Run 1, clock wiring as the flow saved it:
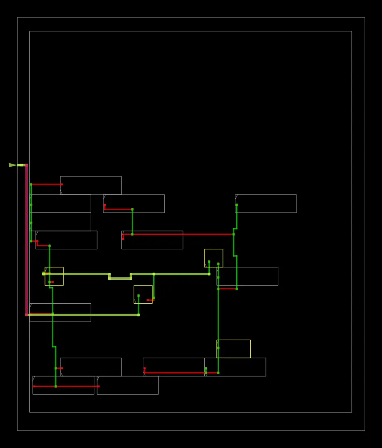
Run 1, signal metal coverage by tile:
The die is cut into 10 by 12 equal tiles; white is low, dark blue is high, scaled to the fullest tile. Values are wire area over tile area, all layers added.
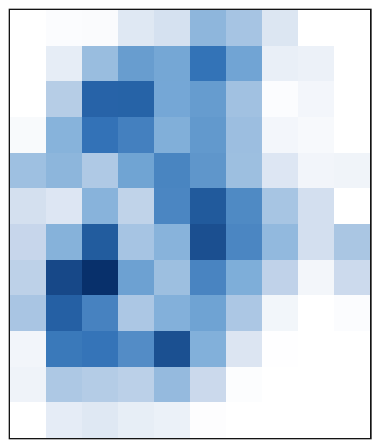
Run 1, a small window of the routed layout:
Bar = 5 microns. Region (16, 33) to (36, 53) microns. Cells in gray, sequential cells in the stronger gray; small squares are vias.
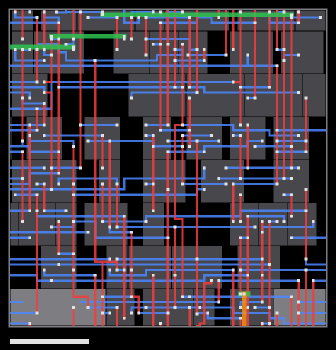
Run 1, pin map:
Bar = 20 microns. Pins as bars across the die edge, other pins in gray.
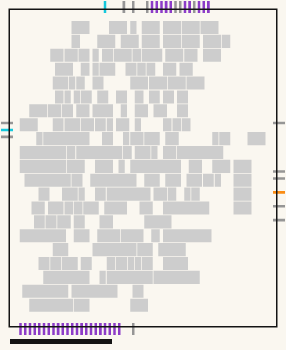
## config.mk

```make
export PLATFORM = sky130hd
export DESIGN_NAME = control_hs_flat
export DESIGN_NICKNAME = d
export VERILOG_FILES = /design/src/rtl/control_hs_if.sv /design/src/rtl/control_hs.sv /design/src/flat_wrapper.sv
export SDC_FILE = /design/constraint.sdc
export NUM_CORES = 1
export LEC_CHECK = 0
export CORE_ASPECT_RATIO = 1.2
export CORE_MARGIN = 1.5
export CORE_UTILIZATION = 43
export DETAILED_ROUTE_END_ITERATION = 10
export PLACE_DENSITY = 0.84
export SYNTH_ARGS = -nofsm -noshare
export SYNTH_HDL_FRONTEND = slang
export SYNTH_SLANG_ARGS = --single-unit
export TNS_END_PERCENT = 50
```

## constraint.sdc

```tcl
create_clock -name clk_i -period 2.9 [get_ports clk_i]
set_input_delay 0.29 -clock clk_i [delete_from_list [all_inputs] [get_ports clk_i]]
set_output_delay 0.29 -clock clk_i [all_outputs]
set_load 0.02 [all_outputs]
```

## src/rtl/control_hs_if.sv

```systemverilog
// ---------------------------------------------------------------------------
// control_hs_if
// Bundles the sequencer's handshake and datapath-control signals so the
// control_hs sequencer and the memory/datapath side share one port.
//
// Signals (direction as seen from the sequencer, modport master):
//   error_i            in   external fatal error, sampled each cycle
//   ir_i[31:0]         in   current instruction register contents
//   mem_ack_i          in   memory completed the current request this cycle
//   mem_req_o          out  memory request valid
//   mem_we_o           out  request is a write (store)
//   mem_rd_addr_sel_o  out  0 = PC, 1 = ALU_OUT
//   pc_we_o            out  PC write enable
//   ir_we_o            out  IR write enable
//   regfile_we_o       out  register file write enable
//   csr_we_o           out  CSR write enable
//   halted_o           out  core is in ERROR state
//   cause_o[1:0]       out  halt cause: 0 none, 1 external, 2 illegal, 3 timeout
//   state_o[2:0]       out  current state encoding, for debug
// The slave modport is the memory/datapath view of the same signals.
// ---------------------------------------------------------------------------
interface control_hs_if;
    logic        error_i;
    logic [31:0] ir_i;
    logic        mem_ack_i;
    logic        mem_req_o;
    logic        mem_we_o;
    logic        mem_rd_addr_sel_o;
    logic        pc_we_o;
    logic        ir_we_o;
    logic        regfile_we_o;
    logic        csr_we_o;
    logic        halted_o;
    logic [1:0]  cause_o;
    logic [2:0]  state_o;

    modport master (
        input  error_i, ir_i, mem_ack_i,
        output mem_req_o, mem_we_o, mem_rd_addr_sel_o, pc_we_o, ir_we_o,
               regfile_we_o, csr_we_o, halted_o, cause_o, state_o
    );

    modport slave (
        output error_i, ir_i, mem_ack_i,
        input  mem_req_o, mem_we_o, mem_rd_addr_sel_o, pc_we_o, ir_we_o,
               regfile_we_o, csr_we_o, halted_o, cause_o, state_o
    );
endinterface

```

## src/rtl/control_hs.sv

```systemverilog
// ---------------------------------------------------------------------------
// control_hs
// Multi-cycle control sequencer for the tiny5 core. Instruction fetch and
// load/store accesses use a req/ack memory handshake of arbitrary latency.
// Adds illegal-opcode detection, a memory wait watchdog and a sticky halt
// with a cause code. Only datapath enables are driven here; ALU/mux/compare
// selects stay in the combinational decoder.
//
// Parameters:
//   MEM_TIMEOUT  max wait cycles for one memory request (0 disables watchdog)
//   TIMEOUT_W    width of the wait counter
//   COUNTER_W    width of the performance counters (optional feature only)
//
// Ports:
//   clk_i        clock, rising edge
//   reset_i      asynchronous active-high reset
//   bus          control_hs_if.master (handshake, instruction, enables, status)
//   cycle_o      cycles spent outside RESET/ERROR   (TINY5_PERF_COUNTERS_EN)
//   instret_o    cycles with pc_we_o asserted       (TINY5_PERF_COUNTERS_EN)
//
// Optional feature macro: TINY5_PERF_COUNTERS_EN adds the two performance
// counters; without it neither the ports nor the counter logic exist.
// ---------------------------------------------------------------------------
module control_hs #(
    parameter int MEM_TIMEOUT = 256,
    parameter int TIMEOUT_W   = (MEM_TIMEOUT < 1) ? 1 : $clog2(MEM_TIMEOUT + 1)
`ifdef TINY5_PERF_COUNTERS_EN
    ,
    parameter int COUNTER_W   = 64
`endif
) (
    input  logic                 clk_i,
    input  logic                 reset_i,
    control_hs_if.master         bus
`ifdef TINY5_PERF_COUNTERS_EN
    ,
    output logic [COUNTER_W-1:0] cycle_o,
    output logic [COUNTER_W-1:0] instret_o
`endif
);

    typedef enum logic [2:0] {
        ST_RESET = 3'd0,
        ST_FETCH = 3'd1,
        ST_EXEC  = 3'd2,
        ST_MEM   = 3'd3,
        ST_ERROR = 3'd4
    } state_t;

    localparam logic [6:0] OPC_LOAD     = 7'b0000011;
    localparam logic [6:0] OPC_STORE    = 7'b0100011;
    localparam logic [6:0] OPC_LUI      = 7'b0110111;
    localparam logic [6:0] OPC_AUIPC    = 7'b0010111;
    localparam logic [6:0] OPC_JAL      = 7'b1101111;
    localparam logic [6:0] OPC_JALR     = 7'b1100111;
    localparam logic [6:0] OPC_OP_IMM   = 7'b0010011;
    localparam logic [6:0] OPC_OP       = 7'b0110011;
    localparam logic [6:0] OPC_SYSTEM   = 7'b1110011;
    localparam logic [6:0] OPC_BRANCH   = 7'b1100011;
    localparam logic [6:0] OPC_MISC_MEM = 7'b0001111;

    localparam logic [1:0] CAUSE_EXT     = 2'd1;
    localparam logic [1:0] CAUSE_ILLEGAL = 2'd2;
    localparam logic [1:0] CAUSE_TIMEOUT = 2'd3;

    state_t               r_state;
    state_t               w_stateNext;
    logic [1:0]           r_cause;
    logic [1:0]           w_causeNext;
    logic [TIMEOUT_W-1:0] r_waitCnt;

    logic [6:0] w_opcode;
    logic [2:0] w_funct3;
    logic       w_isStore;
    logic       w_timeout;
    logic       w_unusedIr;

    logic w_memReq;
    logic w_memWe;
    logic w_memSel;
    logic w_pcWe;
    logic w_irWe;
    logic w_rfWe;
    logic w_csrWe;

    assign w_opcode   = bus.ir_i[6:0];
    assign w_funct3   = bus.ir_i[14:12];
    assign w_isStore  = (w_opcode == OPC_STORE);
    assign w_unusedIr = ^{bus.ir_i[31:15], bus.ir_i[11:7]};

    // Watchdog fires when the current request has waited MEM_TIMEOUT cycles
    // and still sees no ack this cycle.
    assign w_timeout = (MEM_TIMEOUT != 0) &&
                       (r_waitCnt == TIMEOUT_W'(MEM_TIMEOUT));

    // State, cause and wait counter registers.
    always_ff @(posedge clk_i or posedge reset_i) begin
        if (reset_i) begin
            r_state <= ST_RESET;
            r_cause <= 2'd0;
        end else begin
            r_state <= w_stateNext;
            r_cause <= w_causeNext;
        end
    end

    // Wait counter restarts on every state change so each FETCH/MEM request
    // gets its own budget; it saturates instead of wrapping.
    always_ff @(posedge clk_i or posedge reset_i) begin
        if (reset_i) begin
            r_waitCnt <= '0;
        end else if (w_stateNext != r_state) begin
            r_waitCnt <= '0;
        end else if ((r_state == ST_FETCH || r_state == ST_MEM) &&
                     !bus.mem_ack_i && (r_waitCnt != '1)) begin
            r_waitCnt <= r_waitCnt + TIMEOUT_W'(1);
        end
    end

    // Next-state and output decode. The external error override comes last
    // so it wins over ack, illegal opcode and timeout, and kills the enables.
    always_comb begin
        w_stateNext = r_state;
        w_causeNext = r_cause;
        w_memReq    = 1'b0;
        w_memWe     = 1'b0;
        w_memSel    = 1'b0;
        w_pcWe      = 1'b0;
        w_irWe      = 1'b0;
        w_rfWe      = 1'b0;
        w_csrWe     = 1'b0;

        case (r_state)
            ST_RESET: begin
                w_stateNext = ST_FETCH;
            end
            ST_FETCH: begin
                w_memReq = 1'b1;
                if (bus.mem_ack_i) begin
                    w_irWe      = 1'b1;
                    w_stateNext = ST_EXEC;
                end else if (w_timeout) begin
                    w_stateNext = ST_ERROR;
                    w_causeNext = CAUSE_TIMEOUT;
                end
            end
            ST_EXEC: begin
                case (w_opcode)
                    OPC_LOAD, OPC_STORE: begin
                        w_stateNext = ST_MEM;
                    end
                    OPC_LUI, OPC_AUIPC, OPC_JAL, OPC_JALR, OPC_OP_IMM, OPC_OP: begin
                        w_pcWe      = 1'b1;
                        w_rfWe      = 1'b1;
                        w_stateNext = ST_FETCH;
                    end
                    OPC_SYSTEM: begin
                        w_pcWe      = 1'b1;
                        w_rfWe      = 1'b1;
                        w_csrWe     = (w_funct3 != 3'd0);
                        w_stateNext = ST_FETCH;
                    end
                    OPC_BRANCH, OPC_MISC_MEM: begin
                        w_pcWe      = 1'b1;
                        w_stateNext = ST_FETCH;
                    end
                    default: begin
                        w_stateNext = ST_ERROR;
                        w_causeNext = CAUSE_ILLEGAL;
                    end
                endcase
            end
            ST_MEM: begin
                w_memReq = 1'b1;
                w_memSel = 1'b1;
                w_memWe  = w_isStore;
                if (bus.mem_ack_i) begin
                    w_pcWe      = 1'b1;
                    w_rfWe      = !w_isStore;
                    w_stateNext = ST_FETCH;
                end else if (w_timeout) begin
                    w_stateNext = ST_ERROR;
                    w_causeNext = CAUSE_TIMEOUT;
                end
            end
            ST_ERROR: begin
                w_stateNext = ST_ERROR;
            end
            default: begin
                w_stateNext = ST_RESET;
            end
        endcase

        if (bus.error_i && r_state != ST_RESET && r_state != ST_ERROR) begin
            w_stateNext = ST_ERROR;
            w_causeNext = CAUSE_EXT;
            w_pcWe      = 1'b0;
            w_irWe      = 1'b0;
            w_rfWe      = 1'b0;
            w_csrWe     = 1'b0;
        end
    end

    assign bus.mem_req_o         = w_memReq;
    assign bus.mem_we_o          = w_memWe;
    assign bus.mem_rd_addr_sel_o = w_memSel;
    assign bus.pc_we_o           = w_pcWe;
    assign bus.ir_we_o           = w_irWe;
    assign bus.regfile_we_o      = w_rfWe;
    assign bus.csr_we_o          = w_csrWe;
    assign bus.halted_o          = (r_state == ST_ERROR);
    assign bus.cause_o           = r_cause;
    assign bus.state_o           = r_state;

`ifdef TINY5_PERF_COUNTERS_EN
    logic [COUNTER_W-1:0] r_cycle;
    logic [COUNTER_W-1:0] r_instret;

    // Free-running counters; both wrap naturally at 2^COUNTER_W.
    always_ff @(posedge clk_i or posedge reset_i) begin
        if (reset_i) begin
            r_cycle   <= '0;
            r_instret <= '0;
        end else begin
            if (r_state == ST_FETCH || r_state == ST_EXEC || r_state == ST_MEM) begin
                r_cycle <= r_cycle + COUNTER_W'(1);
            end
            if (w_pcWe) begin
                r_instret <= r_instret + COUNTER_W'(1);
            end
        end
    end

    assign cycle_o   = r_cycle;
    assign instret_o = r_instret;
`endif

endmodule

```

## src/flat_wrapper.sv

```systemverilog
// flat-port wrapper written by rule: the top's interface ports become plain ports
module control_hs_flat 
#(
    parameter int MEM_TIMEOUT = 256,
    parameter int TIMEOUT_W   = (MEM_TIMEOUT < 1) ? 1 : $clog2(MEM_TIMEOUT + 1)

)
  (clk_i, reset_i, bus_error_i, bus_ir_i, bus_mem_ack_i, bus_mem_req_o, bus_mem_we_o, bus_mem_rd_addr_sel_o, bus_pc_we_o, bus_ir_we_o, bus_regfile_we_o, bus_csr_we_o, bus_halted_o, bus_cause_o, bus_state_o);
  control_hs_if bus_i ();
  input  logic clk_i;
  input  logic reset_i;
  input wire logic [$bits(bus_i.error_i)-1:0] bus_error_i;
  input wire logic [$bits(bus_i.ir_i)-1:0] bus_ir_i;
  input wire logic [$bits(bus_i.mem_ack_i)-1:0] bus_mem_ack_i;
  output wire logic [$bits(bus_i.mem_req_o)-1:0] bus_mem_req_o;
  output wire logic [$bits(bus_i.mem_we_o)-1:0] bus_mem_we_o;
  output wire logic [$bits(bus_i.mem_rd_addr_sel_o)-1:0] bus_mem_rd_addr_sel_o;
  output wire logic [$bits(bus_i.pc_we_o)-1:0] bus_pc_we_o;
  output wire logic [$bits(bus_i.ir_we_o)-1:0] bus_ir_we_o;
  output wire logic [$bits(bus_i.regfile_we_o)-1:0] bus_regfile_we_o;
  output wire logic [$bits(bus_i.csr_we_o)-1:0] bus_csr_we_o;
  output wire logic [$bits(bus_i.halted_o)-1:0] bus_halted_o;
  output wire logic [$bits(bus_i.cause_o)-1:0] bus_cause_o;
  output wire logic [$bits(bus_i.state_o)-1:0] bus_state_o;
  assign bus_i.error_i = bus_error_i;
  assign bus_i.ir_i = bus_ir_i;
  assign bus_i.mem_ack_i = bus_mem_ack_i;
  assign bus_mem_req_o = bus_i.mem_req_o;
  assign bus_mem_we_o = bus_i.mem_we_o;
  assign bus_mem_rd_addr_sel_o = bus_i.mem_rd_addr_sel_o;
  assign bus_pc_we_o = bus_i.pc_we_o;
  assign bus_ir_we_o = bus_i.ir_we_o;
  assign bus_regfile_we_o = bus_i.regfile_we_o;
  assign bus_csr_we_o = bus_i.csr_we_o;
  assign bus_halted_o = bus_i.halted_o;
  assign bus_cause_o = bus_i.cause_o;
  assign bus_state_o = bus_i.state_o;
  control_hs #(.MEM_TIMEOUT(MEM_TIMEOUT), .TIMEOUT_W(TIMEOUT_W)) u_core (.clk_i(clk_i), .reset_i(reset_i), .bus(bus_i));
endmodule
```

==> metrics.cfg, run 1 <==
[clock_network]
clk_pin_slew_ps = 90
cts_tree = yes
cts_resized = 0
cts_buffer_depth = 2

[synthesis]
adder_share_pct = 3.018
ys_warn_count = 0
netlist_top_cells_count = 14 x dfrtp_1, 13 x nor4_1, 8 x nor2_1
synthAoiAreaFrac_pct = 20.52
synthesis.nets = 172
ys_sh_xor_pct = 4.930
async_flop_share_pct = 100.0
logic_family = simple AND/OR/NAND/NOR gates
yosys.area.top_type = dfrtp_1
top_cell_area_share_pct = 28.17

[detailed_routing]
met1_length_mm = 1.436
viasPerCell = 6.030
wl_met2_mm = 1.639
vias = 1188
first_pass_iters = 4
wl_met3_microns = 127

[pwr]
swShare_pct = 42.95
cellLeakagePower_nw = 0.5835
pwr-share-comb_pct = 53.9
p_clk_w = 0.000143
finalPower_w = 0.0009175
vdd_ir_drop_max_uv = 366.4

[place]
gp_congestion = 0.8539
hpwl_mm = 2.460
dpl_cell_area_sq_um = 1543

[floorplan]
coreArea_sq_um = 2759
die-area_sq_um = 3225
taps = 34

[critical_path]
cp.depth = 5
cp-start-kind = input pin
crit_family = buffers and inverters
crit_type = in -> out
worstPathMaxFanout = 4
rr_worst_depth = 7

[global_route]
grt_pass1_wl_mm = 5.292
grt-ovfl-total = 0
busiest_layer = met2
grtUsageMet1_pct = 28.83

[sta]
period_needed_ps = 2764
slew_headroom_pct = 50.50
hold_viol_final = 0
setup_viol = 0
setup_tns_ps = 0
fmaxAchievable_mhz = 361.9
whs_ps = 332.4
skew_ps = 13.07
rsz0062_at_grt = no
finalMaxSlewViolations = 0
finalWorstSetupSlack_ps = 136.5
period_used_pct = 95.29

[run]
cap_violations = 0
tool_warnings = 49

[layout]
buf_share_pct = 20.29
area_dominant_class = logic gates
fin_nets = 203
ff_count = 14
lay_top_count = clkdlybuf4s50_1
largest_register_ffs = 9
syn2layout_area_growth_pct = 26.96
fin_util_pct = 57.23
logic_gate_count = 104
fill_cells = 255
num_antenna_cells = 0

[run_status]
status = complete, no violations

## Picture notes: 'clock wiring as the flow saved it'
clock sink total: 14
CTS Buf Count: 3
# clk buffers: 4
clk ins delay skew pair: 290 ps

## Picture notes: 'signal metal coverage by tile'
The densest ninth of the die: middle. The emptiest ninth of the die: bottom right. The fullest tile reaches 0.51. The mean over all tiles is 0.16. 26% of the tiles are over half the peak.
final wirelength: 3.252 mm
All-Layer GR Usage: 22.36%

## Picture notes: 'a small window of the routed layout'
Key: metal 4 = orange; metal 2 = red; metal 3 = green; metal 1 = blue
Most frequent: buf_4 (5), nor2_1 (4). Netlist names of flops here include u_core.bus.state_o (1). Sequential cells in the window: 1. 39 logic cells have their middle in the window.

## Picture notes: 'pin map'
Key: bus_ir_i = purple [pins 32, direction input, edge 22 bottom, 10 top]; bus_cause_o = cyan [pins 2, direction output, edge 1 left, 1 top]; bus_mem_req_o = orange [pins 1, direction output, edge right]
die height: 61.92 microns
Buffers on Ports: 26
Die Width: 52.10 microns

==> run 2, diff against run 1 <==
- SKIP_CTS_REPAIR_TIMING: default -> 1
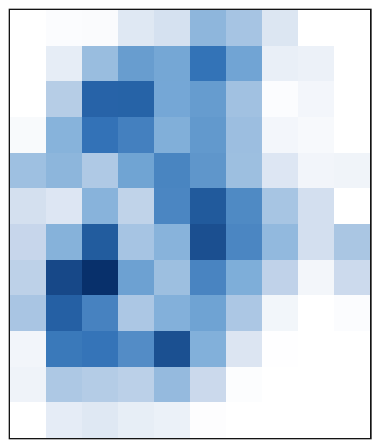
Run 2: signal metal coverage by tile
The die is cut into 10 by 12 equal tiles; white is low, dark blue is high, scaled to the fullest tile. Values are wire area over tile area, all layers added.
The densest ninth of the die: middle. The mean over all tiles is 0.16. The fullest tile reaches 0.51. 26% of the tiles are over half the peak. 22% of the tiles are nearly empty.

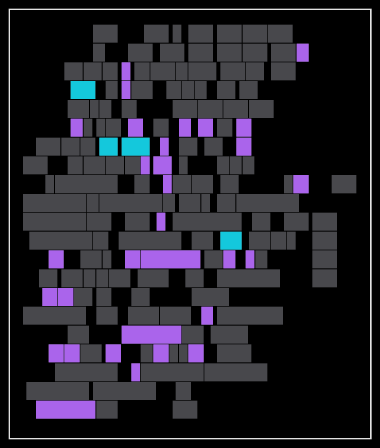
Run 2: selected gate families
Key: nor cells = purple [cells 31]; non-inverting ao/oa cells = cyan [cells 4]

==> run 2 against run 1 <==
Net effect:
- first-iteration DRC count is the same
- synthesized area is the same
- utilization is the same
- largest power group unchanged
- maximum frequency is the same
- non-clock buffer count is the same
- via count is the same
- largest cell class unchanged
- sequential cell count is the same
- clock power is essentially flat
- critical endpoint unchanged
- sequential share of layout area is the same
- final cell count is the same
- register-to-register slack is essentially flat
- critical path depth is the same
==> metrics.cfg, run 2 <==
[detailed_routing]
routed_wl_mm = 3.252
viasPerCell = 6.030
first_pass_iters = 4
vias = 1188
met1_length_mm = 1.436
wl_met3_microns = 127

[critical_path]
crit_type = in -> out
crit_family = buffers and inverters
cp-start-kind = input pin
worstPathMaxFanout = 4
r2r_slack_ps = 500

[sta]
finalWorstSetupSlack_ps = 136.5
hold_viol_final = 0
fmaxAchievable_mhz = 361.9
setup_viol = 0
rsz0062_at_grt = no
period_needed_ps = 2764
whs_ps = 332.4
skew_ps = 13.07
finalMaxSlewViolations = 0
period_used_pct = 95.29
setup_tns_ps = 0
slew_headroom_pct = 50.50

[global_route]
grt_usage_pct = 22.36
grt-ovfl-total = 0
grtUsageMet1_pct = 28.83
busiest_layer = met2

[synthesis]
top_cell_area_share_pct = 28.17
synthAoiAreaFrac_pct = 20.52
yosys.area.top_type = dfrtp_1
ys_sh_xor_pct = 4.930
netlist_top_cells_count = 14 x dfrtp_1, 13 x nor4_1, 8 x nor2_1
enable_flop_cells = 0
async_flop_share_pct = 100.0
synthesis.nets = 172
logic_family = simple AND/OR/NAND/NOR gates
ys_warn_count = 0

[pwr]
swShare_pct = 42.95
pwr-share-comb_pct = 53.9
p_clk_w = 0.000143
finalPower_w = 0.0009175

[clock_network]
cts_buffer_depth = 2
cts_buffers = 3
cts_tree = yes
clk_pin_slew_ps = 90
cts.sinks = 14

[floorplan]
taps = 34
coreArea_sq_um = 2759
die-area_sq_um = 3225
die_y_microns = 61.92

[layout]
syn2layout_area_growth_pct = 26.96
clock_buffers = 4
ff_count = 14
fin_util_pct = 57.23
buf_share_pct = 20.29
fill_cells = 255
area_dominant_class = logic gates
fin_nets = 203
lay_top_count = clkdlybuf4s50_1

[place]
dpl_cell_area_sq_um = 1543
hpwl_mm = 2.460
gp_congestion = 0.8539

[run]
tool_warnings = 49
cap_violations = 0

[run_status]
status = complete, no violations

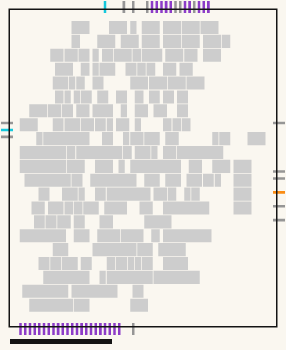
Run 2: pin map
Bar = 20 microns. Pins as bars across the die edge, other pins in gray.
Key: bus_cause_o = cyan [pins 2, direction output, edge 1 left, 1 top]; bus_mem_req_o = orange [pins 1, direction output, edge right]; bus_ir_i = purple [pins 32, direction input, edge 22 bottom, 10 top]

Power is estimated from default activity; no workload was simulated.
